`src/rtl/wave_gen_pkg.sv`:
```
// Shared types for the waveform generator: waveform/state enums, config set, LFSR and scaling helpers.
package wave_pkg;

  typedef enum logic [1:0] {SQUARE, SAW, TRI, NOISE} wave_sel_e;
  typedef enum logic [1:0] {IDLE, ARM, RUN, STOP} state_e;

  localparam logic [7:0] LFSR_SEED = 8'hA5;
  // x^8+x^6+x^5+x^4+1 as feedback taps on bits 7,5,4,3 of a left-shifting register
  localparam logic [7:0] LFSR_TAPS = 8'hB8;

  typedef struct packed {
    logic       en;
    wave_sel_e  wave;
    logic [15:0] inc;
    logic [7:0] amp;
    logic [7:0] duty;
  } cfg_t;

  function automatic logic [7:0] lfsr_step(input logic [7:0] s);
    return {s[6:0], ^(s & LFSR_TAPS)};
  endfunction

  // amp+1 keeps amp=0xFF as unity gain
  function automatic logic [7:0] scale(input logic [7:0] raw, input logic [7:0] amp);
    return 8'((17'(raw) * 17'({1'b0, amp} + 9'd1)) >> 8);
  endfunction

endpackage

```
`src/rtl/wave_gen_if.sv`:
```
// Configuration inputs and sample outputs of the waveform generator.
interface wave_gen_if;
  logic        cfg_wr_i;
  logic        cfg_en_i;
  logic [1:0]  cfg_wave_i;
  logic [15:0] cfg_inc_i;
  logic [7:0]  cfg_amp_i;
  logic [7:0]  cfg_duty_i;
  logic [7:0]  sample_o;
  logic        sample_vld_o;
  logic        sync_o;
  logic        busy_o;
  logic        pwm_o;

  modport master (
    output cfg_wr_i, cfg_en_i, cfg_wave_i, cfg_inc_i, cfg_amp_i, cfg_duty_i,
    input  sample_o, sample_vld_o, sync_o, busy_o, pwm_o
  );
  modport slave (
    input  cfg_wr_i, cfg_en_i, cfg_wave_i, cfg_inc_i, cfg_amp_i, cfg_duty_i,
    output sample_o, sample_vld_o, sync_o, busy_o, pwm_o
  );
endinterface

```
`src/rtl/wave_gen_pwm.sv`:
```
// PWM of the current sample; only built when WAVE_GEN_PWM_EN is defined.
`ifdef WAVE_GEN_PWM_EN
module wave_pwm (
  input  logic       clk,
  input  logic       rst_n,
  input  logic       busy,
  input  logic [7:0] sample,
  output logic       pwm
);
  logic [7:0] cnt;

  always_ff @(posedge clk or negedge rst_n) begin
    if (!rst_n) begin
      cnt <= '0;
      pwm <= 1'b0;
    end else begin
      cnt <= busy ? cnt + 8'd1 : 8'd0;
      pwm <= (cnt < sample);
    end
  end
endmodule
`endif

```
`src/rtl/wave_gen.sv`:
```
// Phase-accumulator waveform generator with prescaled sample tick and start/stop FSM.
// Optional PWM output built when WAVE_GEN_PWM_EN is defined; otherwise pwm_o is 0.
module wave_gen
  import wave_pkg::*;
#(
  parameter int SAMPLE_DIV = 50,
  parameter int ACC_W      = 24
) (
  input logic       clk,
  input logic       rst_n,
  wave_gen_if.slave bus
);
  localparam int PW = (SAMPLE_DIV > 1) ? $clog2(SAMPLE_DIV) : 1;
  localparam logic [PW-1:0] LAST = PW'(SAMPLE_DIV - 1);

  state_e         state;
  cfg_t           pend, act;
  logic [PW-1:0]  presc;
  logic           tick, first, busy;
  logic [ACC_W-1:0] acc;
  logic [7:0]     lfsr, sample, raw, phase;
  logic           vld, sync, pwm;
  logic [ACC_W:0] sum;
  logic           wrap;
  logic           unused;

  assign phase  = acc[ACC_W-1 -: 8];
  assign sum    = {1'b0, acc} + (ACC_W+1)'(act.inc);
  assign wrap   = tick & sum[ACC_W];
  assign unused = act.en;

  always_comb begin
    raw = 8'h00;
    unique case (act.wave)
      SQUARE: raw = (phase < act.duty) ? 8'hFF : 8'h00;
      SAW:    raw = phase;
      TRI:    raw = phase[7] ? ~{phase[6:0], 1'b0} : {phase[6:0], 1'b0};
      NOISE:  raw = lfsr;
    endcase
  end

  always_ff @(posedge clk or negedge rst_n) begin
    if (!rst_n) begin
      state  <= IDLE;
      busy   <= 1'b0;
      pend   <= '0;
      act    <= '0;
      presc  <= '0;
      tick   <= 1'b0;
      acc    <= '0;
      lfsr   <= LFSR_SEED;
      first  <= 1'b0;
      sample <= '0;
      vld    <= 1'b0;
      sync   <= 1'b0;
    end else begin
      vld  <= 1'b0;
      sync <= 1'b0;
      if (bus.cfg_wr_i)
        pend <= '{en: bus.cfg_en_i, wave: wave_sel_e'(bus.cfg_wave_i), inc: bus.cfg_inc_i,
                  amp: bus.cfg_amp_i, duty: bus.cfg_duty_i};
      // config only switches at a period boundary, or freely while idle
      if (state == IDLE || wrap) act <= pend;

      if (state == IDLE) begin
        presc <= '0;
        tick  <= 1'b0;
      end else begin
        presc <= (presc == LAST) ? '0 : presc + PW'(1);
        tick  <= (presc == LAST);
      end

      if (tick) begin
        acc    <= sum[ACC_W-1:0];
        lfsr   <= lfsr_step(lfsr);
        sample <= scale(raw, act.amp);
        vld    <= 1'b1;
        sync   <= first;
        first  <= wrap;
      end

      unique case (state)
        IDLE: begin
          sample <= '0;
          if (bus.cfg_en_i) begin
            state <= ARM;
            busy  <= 1'b1;
            acc   <= '0;
            first <= 1'b1;
          end
        end
        ARM:  if (tick) state <= RUN;
        RUN:  if (!bus.cfg_en_i) state <= STOP;
        STOP: begin
          // zero increment would never wrap, so it stops on the next tick
          if (tick && (wrap || act.inc == '0)) begin
            state <= IDLE;
            busy  <= 1'b0;
          end else if (bus.cfg_en_i) begin
            state <= RUN;
          end
        end
      endcase
    end
  end

`ifdef WAVE_GEN_PWM_EN
  wave_pwm u_pwm (.clk(clk), .rst_n(rst_n), .busy(busy), .sample(sample), .pwm(pwm));
`else
  assign pwm = 1'b0;
`endif

  assign bus.sample_o     = sample;
  assign bus.sample_vld_o = vld;
  assign bus.sync_o       = sync;
  assign bus.busy_o       = busy;
  assign bus.pwm_o        = pwm;

endmodule
```
`src/flat_wrapper.sv`:
```
// flat-port wrapper written by rule: the top's interface ports become plain ports
module wave_gen_flat import wave_pkg::*;
#(
  parameter int SAMPLE_DIV = 50,
  parameter int ACC_W      = 24
)
  (clk, rst_n, bus_cfg_wr_i, bus_cfg_en_i, bus_cfg_wave_i, bus_cfg_inc_i, bus_cfg_amp_i, bus_cfg_duty_i, bus_sample_o, bus_sample_vld_o, bus_sync_o, bus_busy_o, bus_pwm_o);
  wave_gen_if bus_i ();
  input logic clk;
  input logic rst_n;
  input wire logic [$bits(bus_i.cfg_wr_i)-1:0] bus_cfg_wr_i;
  input wire logic [$bits(bus_i.cfg_en_i)-1:0] bus_cfg_en_i;
  input wire logic [$bits(bus_i.cfg_wave_i)-1:0] bus_cfg_wave_i;
  input wire logic [$bits(bus_i.cfg_inc_i)-1:0] bus_cfg_inc_i;
  input wire logic [$bits(bus_i.cfg_amp_i)-1:0] bus_cfg_amp_i;
  input wire logic [$bits(bus_i.cfg_duty_i)-1:0] bus_cfg_duty_i;
  output wire logic [$bits(bus_i.sample_o)-1:0] bus_sample_o;
  output wire logic [$bits(bus_i.sample_vld_o)-1:0] bus_sample_vld_o;
  output wire logic [$bits(bus_i.sync_o)-1:0] bus_sync_o;
  output wire logic [$bits(bus_i.busy_o)-1:0] bus_busy_o;
  output wire logic [$bits(bus_i.pwm_o)-1:0] bus_pwm_o;
  assign bus_i.cfg_wr_i = bus_cfg_wr_i;
  assign bus_i.cfg_en_i = bus_cfg_en_i;
  assign bus_i.cfg_wave_i = bus_cfg_wave_i;
  assign bus_i.cfg_inc_i = bus_cfg_inc_i;
  assign bus_i.cfg_amp_i = bus_cfg_amp_i;
  assign bus_i.cfg_duty_i = bus_cfg_duty_i;
  assign bus_sample_o = bus_i.sample_o;
  assign bus_sample_vld_o = bus_i.sample_vld_o;
  assign bus_sync_o = bus_i.sync_o;
  assign bus_busy_o = bus_i.busy_o;
  assign bus_pwm_o = bus_i.pwm_o;
  wave_gen #(.SAMPLE_DIV(SAMPLE_DIV), .ACC_W(ACC_W)) u_core (.clk(clk), .rst_n(rst_n), .bus(bus_i));
endmodule
```
`config.mk`:
```
export PLATFORM = sky130hd
export DESIGN_NAME = wave_gen_flat
export DESIGN_NICKNAME = d
export VERILOG_FILES = /design/src/rtl/wave_gen_pkg.sv /design/src/rtl/wave_gen_if.sv /design/src/rtl/wave_gen_pwm.sv /design/src/rtl/wave_gen.sv /design/src/flat_wrapper.sv
export SDC_FILE = /design/constraint.sdc
export NUM_CORES = 1
export LEC_CHECK = 0
export CAP_MARGIN = 20
export CORE_ASPECT_RATIO = 0.8
export CORE_MARGIN = 5
export CORE_UTILIZATION = 55
export CTS_CLUSTER_SIZE = 30
export DETAILED_ROUTE_END_ITERATION = 16
export GPL_TIMING_DRIVEN = 0
export PLACE_DENSITY = 0.75
export SLEW_MARGIN = 20
export SYNTH_ARGS = -nofsm -noshare
export SYNTH_HDL_FRONTEND = slang
export SYNTH_SLANG_ARGS = --single-unit
export TNS_END_PERCENT = 1
```
`constraint.sdc`:
```
create_clock -name clk -period 10.7 [get_ports clk]
set_input_delay 1.07 -clock clk [delete_from_list [all_inputs] [get_ports clk]]
set_output_delay 1.07 -clock clk [all_outputs]
set_load 0.01 [all_outputs]
```
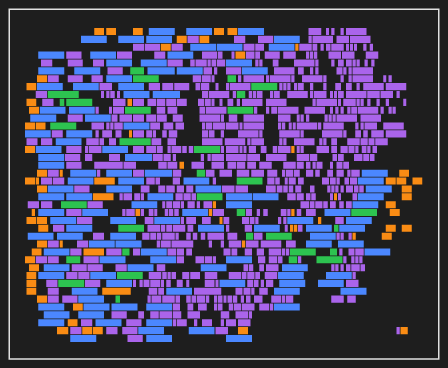
(images/cell_classes.png)
[flops] blue | cells: 121 | share of their area: 32%
[other buffers and delay cells] orange | cells: 72 | share of their area: 6.8%
[clock drivers and dummy loads] green | cells: 32 | share of their area: 6.3%
[all other logic] purple | cells: 630 | share of their area: 55%

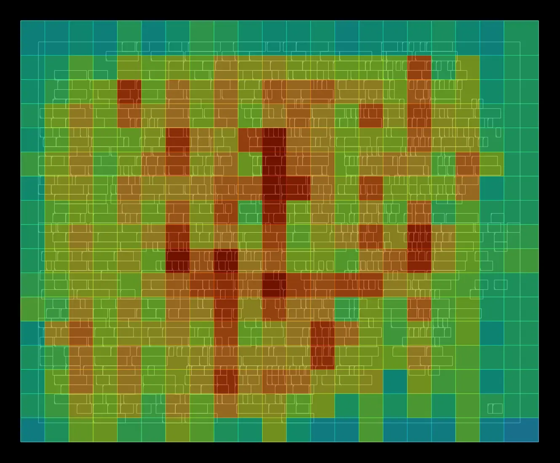
(images/final_congestion.png)
global-route met1 utilization: 30.40%
met3 demand-to-capacity share in global routing: 5.096%

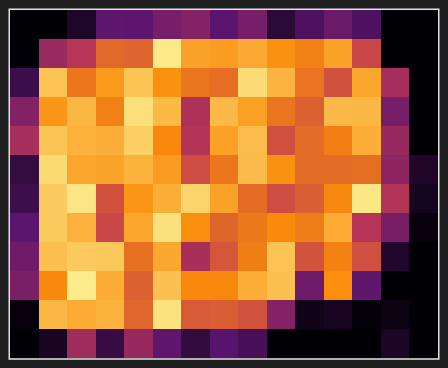
(images/density.png)
15 x 12 tiles, from black (low) to pale yellow (high), 0 to 100% covered.
mean over tiles: 53%
emptiest ninth of the die: bottom right
nearly empty tiles: 12%
tiles over 75% full: 35%

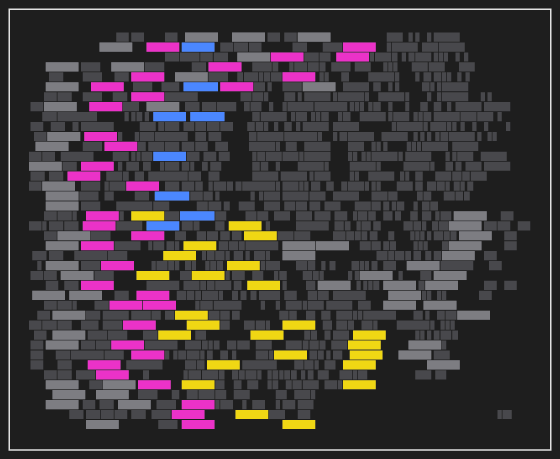
(images/registers.png)
Other sequential cells in the stronger gray, the rest of the logic in the fainter gray.
[u_core.acc] yellow | sequential cells: 24
[u_core.lfsr] blue | sequential cells: 8
[u_core.act] magenta | sequential cells: 34
not colored: 55

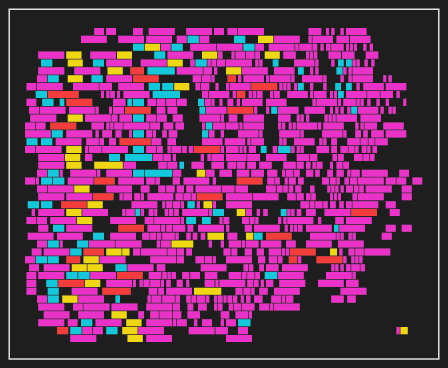
(images/drive_strength.png)
[drive 6 and up] red | cells: 29 | share: 3.4%
[drive 1 or less] magenta | cells: 705 | share: 82%
[drive 2] cyan | cells: 80 | share: 9.4%
[drive 3 to 4] yellow | cells: 41 | share: 4.8%

==> GITHUB_STEP_SUMMARY <==
## Synthesis and layout report

| Metric | Value |
|---|---|
| Most common cell after layout, fill and taps aside | `sky130_fd_sc_hd__dfrtp_1` |
| Count of max-cap constraint violations | `0` |
| Hpwl dp | `between 10000 and 15000 um` |
| Chip area | `about 0.018 sq mm` |
| Initial Utilization | `a little under three fifths` |
| Initial antenna violation count | `0` |
| Highest attainable clock frequency | `~0.15 GHz` |
| Yosys cell types | `~70` |
| Number of setup buffers added after CTS | `0` |
| Flip-flop and latch count after synthesis | `roughly 120` |
| Worst R2R End | `u_core.bus.sample_o[7]` |
| Crit path kind | `register to register` |
| Adder-cell share of the synthesized area | `between 10% and 20%` |
| Fill cell instance count of the final layout | `approximately 1100` |
| Number of hold-slack violations in the final timing report | `0` |
| Post-synthesis simple-gate area fraction | `between 10% and 20%` |
| CTS sink count | `between 100 and 150` |
| Crit Path Max Fanout | `10` |
| Final number of max-transition violations | `0` |
| Nets | `about 980` |
| Final critical delay including setup and external delays | `6562 ps` |
| Count of input and output buffers | `about 47` |
| Non-filler cells, final | `between 1000 and 1500` |
| RSZ-0062 raised after global routing | `false` |
| Critical Path Start Type | `register` |
| Register area | `a little over 0.003 sq mm` |
| End point of the critical path | `u_core.bus.sample_o[7]` |
| FF-to-FF setup slack | `4140 ps` |
| DRT iter0 DRCs | `between 300 and 400` |
| Yosys xor share | `4.188%` |
| Result of the run | `completed` |
| Placeable core region | `0.01496 sq mm` |
| Via count of the first global-routing pass | `~6200` |
| R2R cell count | `22` |
| Wire length of the first global-routing pass | `30660 um` |
| Worst flop-to-flop path startpoint | `u_core.acc[23]` |
| Share of flip-flops with an asynchronous set or reset after synthesis | `100.0%` |
| Count of yosys warnings during synthesis | `0` |
| Vertical die size | `approximately 120 um` |
| Worst hold path cell count | `0` |
| Clock slew at the register clock pins of the worst setup and hold paths | `about 60 ps` |
| Startpoint of the most critical setup path | `u_core.acc[23]` |
| Maximum clock insertion buffer count | `2` |
| Total standard cell area after synthesis | `~0.0084 sq mm` |
| Required time reported for the critical path endpoint | `roughly 11000 ps` |
| EDFF count, synth | `0` |
| Fraction of final layout cells sized beyond drive strength 1 | `between 10% and 20%` |
| Maximum level of the CTS H-tree | `4` |
| Area of combinational cells with multiple inputs | `~0.0049 sq mm` |
| Number of setup violations in the final report | `0` |
| Pre-antenna DRT Iters | `6` |
| Hold EP | `u_core.bus.sample_vld_o` |
| DRC errors left | `0` |
| Crit end category | `register` |
| Area added between synthesis and finish | `15.90%` |
| Top FF cell, synth | `sky130_fd_sc_hd__dfrtp_1` |
| Crit path arrival time | `6860 ps` |
| Number of buffers added by the clock tree synthesis step | `17` |
| Die boundary width | `~150 um` |
| Worst clock skew | `10.14 ps` |
| Number of vias after detailed routing | `between 6000 and 7000` |
[area by class of cell]
type                       instances  share of cell area (%)
multi-input combinational        566                   51.01
sequential                       121                   31.28
timing repair buffer              48                   5.149
clock buffer                      19                   4.672
inverter                          64                   2.478
tap                              189                   2.439
buffer                            24                   1.510
clock inverter                    13                   1.458
[worst max-delay path, stage by stage (launching register included)]
cell and delay, ps:
sky130_fd_sc_hd__dfrtp_1 420, sky130_fd_sc_hd__ha_1 320, sky130_fd_sc_hd__a21oi_1 70, sky130_fd_sc_hd__or3_1 360, sky130_fd_sc_hd__o211a_1 160, sky130_fd_sc_hd__nor2_1 530
sky130_fd_sc_hd__a221o_1 460, sky130_fd_sc_hd__or2_2 200, sky130_fd_sc_hd__fa_1 410, sky130_fd_sc_hd__inv_1 80, sky130_fd_sc_hd__fa_1 430, sky130_fd_sc_hd__fa_1 540
sky130_fd_sc_hd__inv_1 60, sky130_fd_sc_hd__fa_1 520, sky130_fd_sc_hd__inv_1 40, sky130_fd_sc_hd__ha_1 320, sky130_fd_sc_hd__and2_1 180, sky130_fd_sc_hd__and3_1 190
sky130_fd_sc_hd__nand4_1 170, sky130_fd_sc_hd__a211oi_2 310, sky130_fd_sc_hd__o21ai_0 170, sky130_fd_sc_hd__and4b_1 230, sky130_fd_sc_hd__a311o_1 270
[routing by layer]
layer	share of wire [%]	GRT usage [%]	wire length (um)	up-vias
met4	1.4	5.655	256	0
li1	-	-	-	2837
met3	6.3	5.096	1135	26
met1	47	30.40	8472	3017
met5	0	0	0	-
met2	46	33.49	8262	175
[cells in the mapped netlist, types with 18 or more instances]
| library cell | count |
|---|---|
| sky130_fd_sc_hd__nand2_1 | 29 |
| sky130_fd_sc_hd__fa_1 | 41 |
| sky130_fd_sc_hd__a21oi_1 | 21 |
| sky130_fd_sc_hd__nor2_1 | 98 |
| sky130_fd_sc_hd__xnor2_1 | 23 |
| sky130_fd_sc_hd__mux2i_1 | 18 |
| sky130_fd_sc_hd__mux2_4 | 30 |
| sky130_fd_sc_hd__dfrtp_1 | 117 |
| sky130_fd_sc_hd__o21ai_0 | 26 |
| sky130_fd_sc_hd__inv_1 | 64 |
| sky130_fd_sc_hd__mux2_2 | 45 |
| sky130_fd_sc_hd__ha_1 | 59 |
[sequential cells by signal (all words and copies together) (netlist names)]
signal / flops
u_core.act: 34
u_core.presc: 6
u_core.bus.sample_vld_o: 1
u_core.bus.sync_o: 1
u_core.bus.busy_o: 1
u_core.bus.sample_o: 8
u_core.acc: 24
u_core.first: 1
u_core.lfsr: 8
u_core.state: 2
u_core.tick: 1
u_core.pend: 34
[per-stage QoR]
stage / worst slack, ps / hold slack (ps) / util, % / area (sq um)
after floorplan: 4854 / 351.9 / - / 8366
after global routing: 3769 / 389.3 / 64.79 / 9696
after detailed placement: 4211 / 370.1 / 60.82 / 9101
final: 4138 / 384.5 / 64.79 / 9696
after CTS: 4173 / 384.4 / 64.79 / 9696
after global placement: 4126 / 358.1 / 60.63 / 9072
